$ cat src/rtl/fifo_stream_reader.sv
// Drains a non-showahead pixel FIFO into a valid/ready stream framed with sop/eop; 2-cycle first-beat latency, 1 beat/cycle sustained.
// Backpressure: 2-entry output buffer, FIFO reads throttled by occupancy + in-flight. Optional src_eol via `FIFO_STREAM_READER_EOL_EN.
module fifo_stream_reader #(
    parameter int DWIDTH = 24,
    parameter int DIMW   = 11
) (
    input  logic              clock,
    input  logic              reset,
    input  logic              fifo_empty,
    input  logic [DWIDTH-1:0] fifo_q,
    output logic              fifo_rdreq,
    input  logic              cfg_valid,
    input  logic [DIMW-1:0]   cfg_width,
    input  logic [DIMW-1:0]   cfg_height,
    output logic [DWIDTH-1:0] src_data,
    output logic              src_valid,
    input  logic              src_ready,
    output logic              src_sop,
    output logic              src_eop,
`ifdef FIFO_STREAM_READER_EOL_EN
    output logic              src_eol,
`endif
    output logic              busy,
    output logic              frame_done
);

    typedef enum logic [1:0] {IDLE, STREAM, DONE} state_t;

    state_t              state_q, state_d;
    logic                latch_cfg;
    logic [DIMW-1:0]     width_q, height_q;
    logic [DIMW-1:0]     x_q, y_q;
    logic [2*DIMW-1:0]   req_cnt_q, total;
    logic                inflight_q;
    logic [DWIDTH-1:0]   buf_mem [2];
    logic                wr_ptr_q, rd_ptr_q;
    logic [1:0]          occ_q;
    logic                pop, push, last_x, last_y;
    logic [2:0]          occ_net;

    assign total     = {{DIMW{1'b0}}, width_q} * {{DIMW{1'b0}}, height_q};
    assign push      = inflight_q;
    assign src_valid = (occ_q != 2'd0);
    assign pop       = src_valid & src_ready;
    assign src_data  = buf_mem[rd_ptr_q];
    assign last_x    = (x_q == width_q - DIMW'(1));
    assign last_y    = (y_q == height_q - DIMW'(1));
    assign src_sop   = src_valid && (x_q == '0) && (y_q == '0);
    assign src_eop   = src_valid && last_x && last_y;
`ifdef FIFO_STREAM_READER_EOL_EN
    assign src_eol   = src_valid && last_x;
`endif
    assign busy       = (state_q != IDLE);
    assign frame_done = (state_q == DONE);

    // Occupancy the buffer will reach once everything already requested has landed.
    assign occ_net    = {1'b0, occ_q} + {2'b00, inflight_q} - {2'b00, pop};
    assign fifo_rdreq = (state_q == STREAM) && !fifo_empty &&
                        (req_cnt_q < total) && (occ_net < 3'd2);

    always_comb begin
        state_d   = state_q;
        latch_cfg = 1'b0;
        case (state_q)
            IDLE: begin
                if (cfg_valid && (cfg_width != '0) && (cfg_height != '0)) begin
                    state_d   = STREAM;
                    latch_cfg = 1'b1;
                end
            end
            STREAM: begin
                if (pop && src_eop) begin
                    state_d = DONE;
                end
            end
            DONE:    state_d = IDLE;
            default: state_d = IDLE;
        endcase
    end

    always_ff @(posedge clock or posedge reset) begin
        if (reset) begin
            state_q    <= IDLE;
            width_q    <= '0;
            height_q   <= '0;
            req_cnt_q  <= '0;
            inflight_q <= 1'b0;
        end else begin
            state_q    <= state_d;
            inflight_q <= fifo_rdreq;
            if (latch_cfg) begin
                width_q   <= cfg_width;
                height_q  <= cfg_height;
                req_cnt_q <= '0;
            end else if (fifo_rdreq) begin
                req_cnt_q <= req_cnt_q + (2*DIMW)'(1);
            end
        end
    end

    always_ff @(posedge clock or posedge reset) begin
        if (reset) begin
            for (int i = 0; i < 2; i++) begin
                buf_mem[i] <= '0;
            end
            wr_ptr_q <= 1'b0;
            rd_ptr_q <= 1'b0;
            occ_q    <= 2'd0;
        end else begin
            if (push) begin
                buf_mem[wr_ptr_q] <= fifo_q;
                wr_ptr_q          <= ~wr_ptr_q;
            end
            if (pop) begin
                rd_ptr_q <= ~rd_ptr_q;
            end
            occ_q <= occ_q + {1'b0, push} - {1'b0, pop};
        end
    end

    // Position of the head beat; only moves when that beat is accepted.
    always_ff @(posedge clock or posedge reset) begin
        if (reset) begin
            x_q <= '0;
            y_q <= '0;
        end else if (pop) begin
            if (last_x) begin
                x_q <= '0;
                y_q <= last_y ? '0 : y_q + DIMW'(1);
            end else begin
                x_q <= x_q + DIMW'(1);
            end
        end
    end

endmodule

$ cat config.mk
export PLATFORM = sky130hd
export DESIGN_NAME = fifo_stream_reader
export DESIGN_NICKNAME = d
export VERILOG_FILES = /design/src/rtl/fifo_stream_reader.sv
export SDC_FILE = /design/constraint.sdc
export NUM_CORES = 1
export LEC_CHECK = 0
export CAP_MARGIN = 10
export CORE_MARGIN = 1.5
export CORE_UTILIZATION = 30
export DETAILED_ROUTE_END_ITERATION = 10
export PLACE_DENSITY_LB_ADDON = 0.2
export SLEW_MARGIN = 20
export SYNTH_ARGS = -nofsm -noshare
export SYNTH_HDL_FRONTEND = slang
export SYNTH_SLANG_ARGS = --single-unit
$ cat constraint.sdc
create_clock -name clock -period 12.5 [get_ports clock]
set_input_delay 1.25 -clock clock [delete_from_list [all_inputs] [get_ports clock]]
set_output_delay 1.25 -clock clock [all_outputs]
set_load 0.02 [all_outputs]
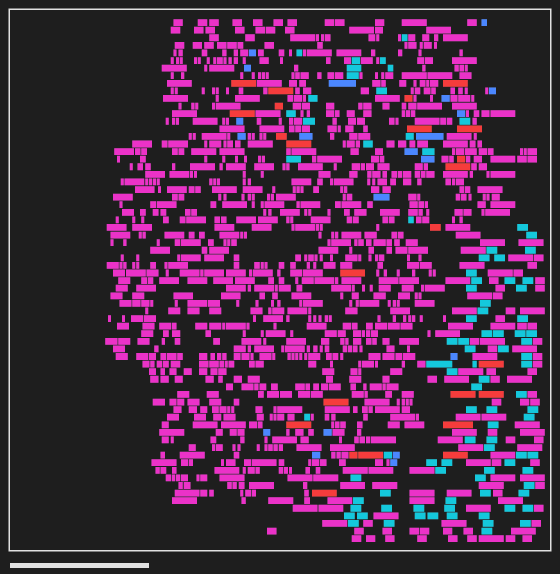
*Sizing map*
The bar under the picture is 50 microns long.
legend:
  drive 1 or less:
    colour: magenta
    cells: 1062
    most_used: nand2_1
  drive 3 to 4:
    colour: blue
    cells: 20
    most_used: buf_4
  drive 6 and up:
    colour: red
    cells: 24
    most_used: clkbuf_16
  drive 2:
    colour: cyan
    cells: 93
    most_used: mux2_2

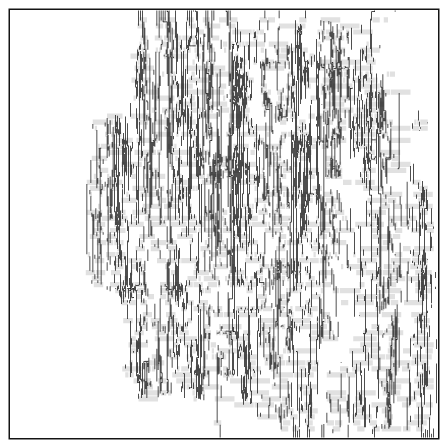
*The metal 2 layer*
nets with wire on the layer: 1207
wire length on this layer: 13300 microns
longest straight run: 87.0 microns
share of all routed wire: 50%

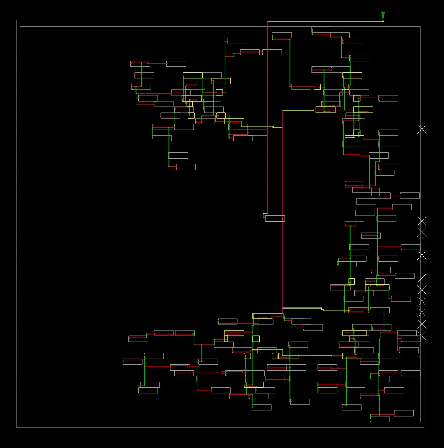
*The clock network*
FFs & Latches: 121
insertion delay of the later-clocked pin in the worst-skew pair: 0.43 ns
clock sinks: 121
Layout Skew: 0.0153 ns
clock network power: 480 uW

==> run summary <==
Figures from the flow reports.

Status:
- The flow ran to the end, but the final reports show violations.
- The final reports fail on DRC.

Routing:
- Summed over all nets, wire length on met3 after detailed routing comes to 970 microns.
- The routed design has 26800 microns of wire.
- Per the detail_route report, routed wire per instance is 16.1 microns.
- The run gives the detailed-route wire length on metal 1 as 12200 microns.
- The run puts the post-route DRC violation count at 10.
- The run gives the number of antenna-violating nets in the routed design as 0.
- The run puts the via count at 8162.

Yosys:
- The run puts the flip-flop and latch count after synthesis at 121.
- The run puts the average instance area after synthesis at 9.58 sq um.
- The gate-level netlist out of Yosys references 67 unique cell types.
- The run puts the count of library flops with an enable pin at 0.
- The run puts the post-synthesis sequential area ratio at 0.278.
- After synthesis, the cell types taking the most area are dfrtp_1, fa_1, ha_1, mux2_2, nand2_1.
- The run gives the chip area from the yosys synthesis statistics as 10900 sq um.
- The run gives the net count after synthesis as 1359.
- The run puts the count of yosys warnings during synthesis at 0.
- The run puts the gate count after technology mapping at 1137.
- The run puts the fraction of synthesized cell area taken by the top area cell type at 0.278.
- In this run, the synthesized area fraction spent on adder and majority cells is recorded as 0.252.
- In the synthesized netlist, the dominant kind of combinational cell is adder cells.
- In the synthesized netlist the dominant register cell turns out to be dfrtp_1.
- Of the total synthesized cell area, the portion taken by AND, OR, NAND and NOR gates is 0.180.
- Per the synthesis report, the XOR/XNOR share of the synthesized area is 0.0418.
- dfrtp_1 takes more of the synthesized area than any other cell.

Setup path:
- The run gives the critical path start-end classification as flop to output pin.
- The worst setup path is launched from a flop.
- The run gives the endpoint class of the critical path as an output pin.
- The run gives the worst endpoint required time as 11.25 ns.

Flow run:
- Per the run summary, max-cap violations total 0.
- The stage logs contain a warning count of 28.

Clock network:
- The registers of the reported paths see a clock transition of 0.06 ns.
- CTS placed an instance of clkbuf_16 at the clock tree root.
- The run gives the CTS H-tree depth as 4.
- The run gives the number of resized instances in the post-cts repair step as 0.
- The run puts the post-CTS setup repair buffer count at 0.
- The run gives the number of buffers added to fix hold violations after cts as 0.
- TritonCTS built the clock tree.
- The clock passes through at most 2 buffers.

Place:
- After detailed placement, the design holds a cell count of 1628.
- The run gives the final weighted congestion in routability-driven placement as 0.798.
- The run gives the total of buffers placed on input and output ports as 80.

Global routing:
- The first global-routing pass estimated 44300 microns of wire.
- The number of global-route vias before repair was 8319.
- The run puts the overall track demand over capacity in global routing at 0.148.
- The run puts the number of antenna violations at the first check in global routing at 0.
- On met2, the global router reports a usage of 0.254.
- The run gives the pin count of the biggest net entering global routing as 75.
- The run gives the most used routing layer in global routing as met2.
- The run gives the met1 track demand over resource as 0.193.
- The run puts the met3 global-route usage at 0.0225.

Pwr:
- The run puts the areal power density over the cells at 127 nW/um^2.
- The run gives the worst IR drop on VDD as 0.0000924 V.

Layout:
- The final antenna diode tally reported by the flow is 0.
- The layout has 3621 filler cells.
- Per the cell usage report, the commonest logic cells after layout are nand2_1, inv_1, dfrtp_1.
- Per the layout area report, the combinational gate area comes to 7090 sq um.
- The run puts the area growth from synthesis to final layout at 16.0%.
- By instance count after routing, the leading logic cell type is nand2_1.
- The run puts the number of nets in the layout at 1408.

Final timing:
- Adding up every negative setup slack in the final design gives 0 ns.
- The run puts the shortest period the worst path allows at 9.42 ns.
- The run gives the count of final hold-check violations as 0.
- The run puts the share of the cycle needed by the critical path after routing at 0.753.
- The run gives the number of setup violations in the final report as 0.
- Setup repair after global routing left no endpoint under its margin.

Die:
- The run gives the area of the core as 35700 sq um.
- The die covers 37500 sq um.
- The run gives the die extent in x as 194 microns.
- The run gives the number of primary I/O pins as 81.
- The initial utilization of the core area, before any placement, comes to 0.306.
- The floorplan step set the die height to 194 microns.

Worst hold path:
- Note that the worst hold path type here is flop to flop.
==> path summary, 6_finish.rpt <==
check | from | to | slack, ns | depth (start not counted)
worst min register to register | buf_mem[18] | buf_mem[18] | 0.50 | 1
min in group asynchronous | reset | y_q[0] | 1.27 | 2
worst max-delay path | height_q[3] | fifo_rdreq | 3.08 | 23
max in group asynchronous | reset | rd_ptr_q | 10.09 | 3
worst max register to register | height_q[3] | req_cnt_q[20] | 4.46 | 23
worst min-delay path | buf_mem[18] | buf_mem[18] | 0.50 | 1
==> worst max-delay path: stages, from the launching register on <==
cell	delay [ns]
dfrtp_1	0.81
nand2_1	0.17
fa_1	0.53
fa_1	0.52
inv_1	0.04
ha_1	0.31
fa_1	0.53
inv_1	0.05
fa_1	0.53
inv_1	0.04
ha_1	0.35
a21o_1	0.20
a221oi_1	0.42
o21ai_0	0.30
a221o_1	0.43
a221o_1	0.32
a21oi_1	0.19
xnor2_1	0.15
ha_1	0.26
and4_1	0.22
a221oi_1	0.48
o21ai_1	0.16
inv_1	0.13
clkdlybuf4s50_1	0.61
==> synth_stat cells (5+ instances only) <==
| library cell | n |
|---|---|
| dfrtp_1 | 121 |
| nand2_1 | 140 |
| o21ai_0 | 29 |
| or4_1 | 7 |
| or2_2 | 5 |
| buf_6 | 5 |
| a2bb2oi_1 | 5 |
| inv_1 | 138 |
| a21o_1 | 21 |
| nor2_1 | 32 |
| clkbuf_1 | 43 |
| nand3_1 | 31 |
| nor2b_1 | 6 |
| xor2_1 | 32 |
| mux2_2 | 74 |
| nor4_1 | 14 |
| or3_1 | 9 |
| ha_1 | 90 |
| o211ai_1 | 6 |
| o31ai_1 | 14 |
| nor3_1 | 13 |
| buf_2 | 6 |
| and3_1 | 13 |
| and4_1 | 6 |
| and2_1 | 66 |
| nand4_1 | 9 |
| fa_1 | 81 |
| xnor2_1 | 20 |
| a21oi_1 | 27 |
==> registers in the layout, indices dropped and copies added, names as in the netlist <==
register / flops
state_q: 2
y_q: 11
buf_mem: 48
wr_ptr_q: 1
rd_ptr_q: 1
inflight_q: 1
req_cnt_q: 22
width_q: 11
occ_q: 2
height_q: 11
x_q: 11
==> metrics by stage <==
step                worst slack, ns  cell area, sq um  power [mW]  utilization  hold slack [ns]
floorplan                      4.47             10900       0.920            -            0.461
global placement               3.59             12100        1.13        0.338            0.481
detailed placement             3.47             12100        1.14        0.338            0.488
CTS                            2.98             12600        1.63        0.354            0.505
global route                   2.57             12600        1.70        0.354            0.510
finish                         3.08             12600        1.61        0.354            0.502
==> area by class of cell <==
type | instances | share of cell area
Sequential cell | 121 | 0.240
Timing Repair Buffer | 87 | 0.0678
Tap cell | 461 | 0.0456
Clock buffer | 18 | 0.0340
Multi-Input combinational cell | 821 | 0.561
Clock inverter | 14 | 0.0111
Inverter | 138 | 0.0412
==> where the power goes <==
part	internal, mW	total, mW	leakage, nW	switching, mW
Clock	0.278	0.480	0.274	0.202
Combinational	0.298	0.544	4.16	0.247
Sequential	0.496	0.582	1.50	0.0863
Power is estimated from default activity; no workload was simulated.
